$ cat src/rtl/ifetch_q.sv
`default_nettype none
// ============================================================================
//  Module   : ifetch_q
//  Purpose  : Instruction prefetch queue. Issues one memory read at a time
//             and buffers {addr, data} pairs for the IR. Redirects flush the
//             queue and discard any response that is still in flight.
//  Revision : 1.0  initial release
// ============================================================================
module ifetch_q #(
    parameter int AW    = 16,
    parameter int DEPTH = 2     // 2 or 4; pointers rely on a power of two
) (
    input  logic          clk,
    input  logic          rst_f,
    input  logic          br_taken,
    input  logic [AW-1:0] pc_in,
    input  logic          fetch_en,
    output logic          mem_rd,
    output logic [AW-1:0] mem_addr,
    input  logic          mem_ack,
    input  logic [31:0]   mem_data,
    output logic          ir_load,
    output logic [31:0]   read_data,
    output logic [AW-1:0] pc_out
);

    localparam int PW = (DEPTH > 1) ? $clog2(DEPTH) : 1;
    localparam int CW = $clog2(DEPTH + 1);

    localparam logic [CW-1:0] c_FULL    = CW'(DEPTH);
    localparam logic [CW-1:0] c_FULL_M1 = CW'(DEPTH - 1);

    localparam logic [1:0] c_IDLE    = 2'd0;
    localparam logic [1:0] c_WAIT    = 2'd1;
    localparam logic [1:0] c_DISCARD = 2'd2;

    logic [1:0]    r_state;
    logic [1:0]    w_next_state;
    logic [AW-1:0] r_fpc;
    logic [CW-1:0] r_count;
    logic [PW-1:0] r_rd_ptr;
    logic [PW-1:0] r_wr_ptr;
    logic [AW-1:0] r_q_addr [DEPTH];
    logic [31:0]   r_q_data [DEPTH];

    logic          w_empty;
    logic          w_space;
    logic          w_push;
    logic [AW-1:0] w_fpc_next;
    logic          w_rd_next;
    logic [AW-1:0] w_addr_next;

    assign w_empty   = (r_count == '0);
    assign ir_load   = fetch_en & ~w_empty & ~br_taken;
    assign read_data = w_empty ? 32'd0 : r_q_data[r_rd_ptr];
    assign pc_out    = w_empty ? '0    : r_q_addr[r_rd_ptr];

    // While a request is outstanding count < DEPTH, so a simultaneous pop
    // always leaves room; otherwise room remains only below DEPTH-1.
    assign w_space = ir_load | (r_count < c_FULL_M1);

    always_ff @(posedge clk or negedge rst_f) begin
        if (!rst_f) begin
            r_state <= c_IDLE;
        end else begin
            r_state <= w_next_state;
        end
    end

    always_comb begin
        w_next_state = r_state;
        case (r_state)
            c_IDLE: begin
                if (!br_taken && (r_count < c_FULL)) begin
                    w_next_state = c_WAIT;
                end
            end
            c_WAIT: begin
                if (mem_ack) begin
                    w_next_state = (br_taken || w_space) ? c_WAIT : c_IDLE;
                end else if (br_taken) begin
                    w_next_state = c_DISCARD;
                end
            end
            c_DISCARD: begin
                if (mem_ack) begin
                    w_next_state = c_WAIT;
                end
            end
            default: w_next_state = c_IDLE;
        endcase
    end

    always_comb begin
        w_push     = (r_state == c_WAIT) && mem_ack && !br_taken;
        w_fpc_next = r_fpc;
        if (br_taken) begin
            w_fpc_next = pc_in;
        end else if (w_push) begin
            w_fpc_next = r_fpc + AW'(1);
        end
        w_rd_next   = (w_next_state != c_IDLE);
        w_addr_next = mem_addr;
        if (r_state == c_IDLE) begin
            if (w_next_state == c_WAIT) begin
                w_addr_next = r_fpc;
            end
        end else if (mem_ack) begin
            // The bus address is held until the response; then it follows fpc.
            w_addr_next = w_fpc_next;
        end
    end

    always_ff @(posedge clk or negedge rst_f) begin
        if (!rst_f) begin
            mem_rd   <= 1'b0;
            mem_addr <= '0;
            r_fpc    <= '0;
            r_count  <= '0;
            r_rd_ptr <= '0;
            r_wr_ptr <= '0;
        end else begin
            mem_rd   <= w_rd_next;
            mem_addr <= w_addr_next;
            r_fpc    <= w_fpc_next;
            if (br_taken) begin
                r_count  <= '0;
                r_rd_ptr <= '0;
                r_wr_ptr <= '0;
            end else begin
                if (w_push) begin
                    r_wr_ptr <= r_wr_ptr + PW'(1);
                end
                if (ir_load) begin
                    r_rd_ptr <= r_rd_ptr + PW'(1);
                end
                if (w_push && !ir_load) begin
                    r_count <= r_count + CW'(1);
                end else if (!w_push && ir_load) begin
                    r_count <= r_count - CW'(1);
                end
            end
        end
    end

    // Storage is qualified by r_count, so it needs no reset.
    always_ff @(posedge clk) begin
        if (w_push) begin
            r_q_addr[r_wr_ptr] <= mem_addr;
            r_q_data[r_wr_ptr] <= mem_data;
        end
    end

endmodule
`default_nettype wire

$ cat config.mk
export PLATFORM = sky130hd
export DESIGN_NAME = ifetch_q
export DESIGN_NICKNAME = d
export VERILOG_FILES = /design/src/rtl/ifetch_q.sv
export SDC_FILE = /design/constraint.sdc
export NUM_CORES = 1
export LEC_CHECK = 0
export CAP_MARGIN = 15
export CORE_UTILIZATION = 35
export DETAILED_ROUTE_END_ITERATION = 8
export DONT_BUFFER_PORTS = 1
export PLACE_DENSITY_LB_ADDON = 0.08
export SYNTH_ARGS = -nofsm -noshare
export SYNTH_HDL_FRONTEND = slang
export SYNTH_SLANG_ARGS = --single-unit
$ cat constraint.sdc
create_clock -name clk -period 8.8 [get_ports clk]
set_input_delay 2.2 -clock clk [delete_from_list [all_inputs] [get_ports clk]]
set_output_delay 2.2 -clock clk [all_outputs]
set_load 0.02 [all_outputs]
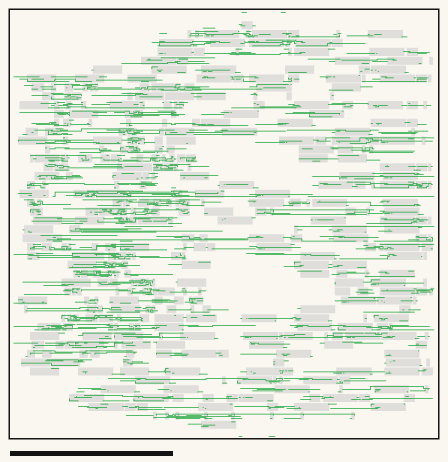
*Signal wires on met1*
Bar = 50 um. Cells faint in the background.
The wires run mostly horizontal. The layer holds 45% of the routed length. 453 nets have wire on it.
vias post-DR: 3,388
met1 usage: 0.202
Routed WL: 12,700 um

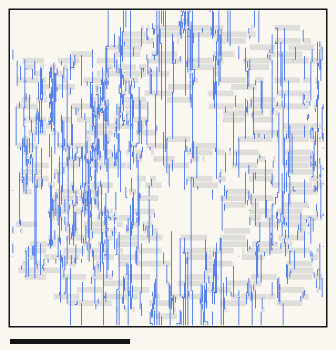
*Met2 routing*
Bar = 50 um. Cells faint in the background.
The layer holds 46% of the routed length. The wires run mostly vertical. 400 nets have wire on it. The layer carries 5,820 um of wire.
met2 Usage GRT: 0.233

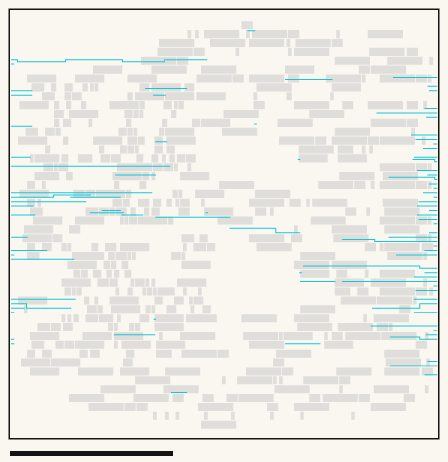
*M3 wires*
Bar = 50 um. Cells faint in the background.
75 nets have wire on it. The longest straight run is 48.5 um.
met3 Resource Use GR: 0.0567

==> job_summary.md <==
### Metrics collected by this job

| Metric | Value |
|---|---|
| Async S/R FF share, synth | `0.289` |
| # hold bufs at CTS | `0` |
| Syn avg cell area | `13.5 um^2` |
| Run status | `completed` |
| Boundary pin count | `119` |
| Synth Warn # | `0` |
| Yosys stat cell total | `434` |
| CTS Buffer Depth | `2` |
| Top power group | `registers` |
| Maximum VDD drop | `138 uV` |
| Vias in the first global route | `3,416` |
| Req. time, crit path | `6.60 ns` |
| Net count after synthesis | `489` |
| Synth flops | `135` |
| Slew @ Worst Pin | `1.03 ns` |
| Dominant cell type by area after synthesis | `edfxtp_1` |
| H-tree depth | `4` |
| Met1 wire length | `5740 um` |
| Worst slack at placement | `3.83 ns` |
| Power Total | `2.32 mW` |
| Setup TNS Final | `0 ns` |
| Core Footprint | `16,100 um^2` |
| Synth Cell Area | `5840 um^2` |
| P_leak | `2.29 nW` |
| Pin count of the biggest net entering global routing | `51` |
| Congestion Overflow GR | `0` |
| Main area contributors | `edfxtp_1 (49%), dfrtp_1 (17%), mux2i_1 (8.4%)` |
| Worst setup EP type | `output port` |
| Post-CTS sizing | `0` |
| Clock power frac | `0.309` |
| Clock sink count | `135` |
| Total of max-cap violations | `0` |
| Row cnt | `46` |
| Post-synth EDFFs | `96` |
| Crit-path cells | `nand2b_1 -> nor2_1` |
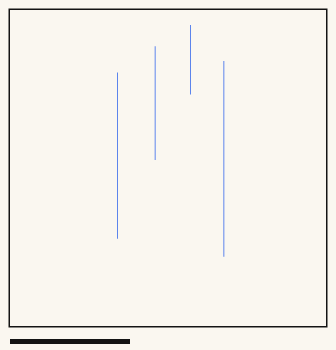
*M4 wires*
Bar = 50 um.
3 nets have wire on it. The longest straight run is 80.9 um. The layer carries 225 um of wire.

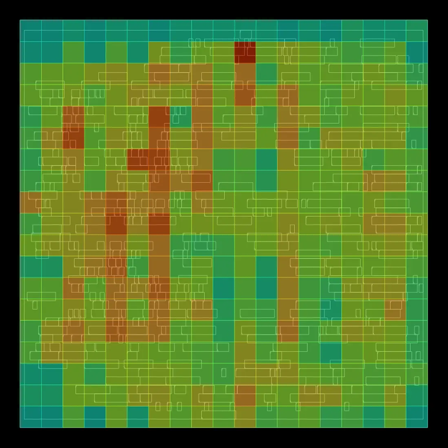
*Routing congestion*
GRT Overall Usage: 0.155
post-layout util: 0.414

==> through the flow <==
stage	hold slack [ns]	utilization	area, um^2
after detailed placement	0.531	0.377	6050
after floorplan	0.546	-	5840
final	0.551	0.414	6650
after CTS	0.548	0.414	6650
after global placement	0.522	0.377	6050
after global routing	0.593	0.414	6650
==> layout make-up <==
class	count	area [um^2]	area share
Sequential cell	135	3860	0.580
Tap cell	216	270	0.0406
Multi-Input combinational cell	267	1850	0.279
Clock inverter	8	123	0.0184
Timing Repair Buffer	4	30.0	0.00451
Inverter	9	33.8	0.00508
Clock buffer	24	482	0.0724
==> placed cells by master (no fill, tap or decap), drive strengths merged, types with 9 or more instances in the layout <==
cell    synthesis  final
a21oi          15     15
nand3          14     14
inv             9      9
clkbuf         12     24
nand2          20     20
mux2i          49     49
edfxtp         96     96
dfrtp          39     39
nor2           66     66
nor3           11     11
==> worst paths after layout <==
kind,cells past startpoint,slack [ns],endpoint,from
worst min-delay path,2,0.55,r_rd_ptr$_DFFE_PN0P_,r_rd_ptr$_DFFE_PN0P_
worst min register to register,2,0.55,r_rd_ptr$_DFFE_PN0P_,r_rd_ptr$_DFFE_PN0P_
worst max register to register,6,6.58,mem_addr[10]$_DFFE_PN0P_,r_state[1]$_DFF_PN0_
worst max-delay path,2,3.86,ir_load,fetch_en
max in group asynchronous,0,7.22,r_rd_ptr$_DFFE_PN0P_,rst_f
min in group asynchronous,0,1.48,r_fpc[7]$_DFF_PN0_,rst_f
==> cell families after synthesis <==
group	Yosys count	synth area share
xor gates and xnor gates	14	0.0210
and+or+nand+nor	136	0.118
AOI/OAI and AO/OA	58	0.0714
muxes	57	0.0994
buffers and inverters	32	0.0246
adders and majority gates	2	0.00429
DFF	135	0.661
Power and IR drop assume default switching activity.
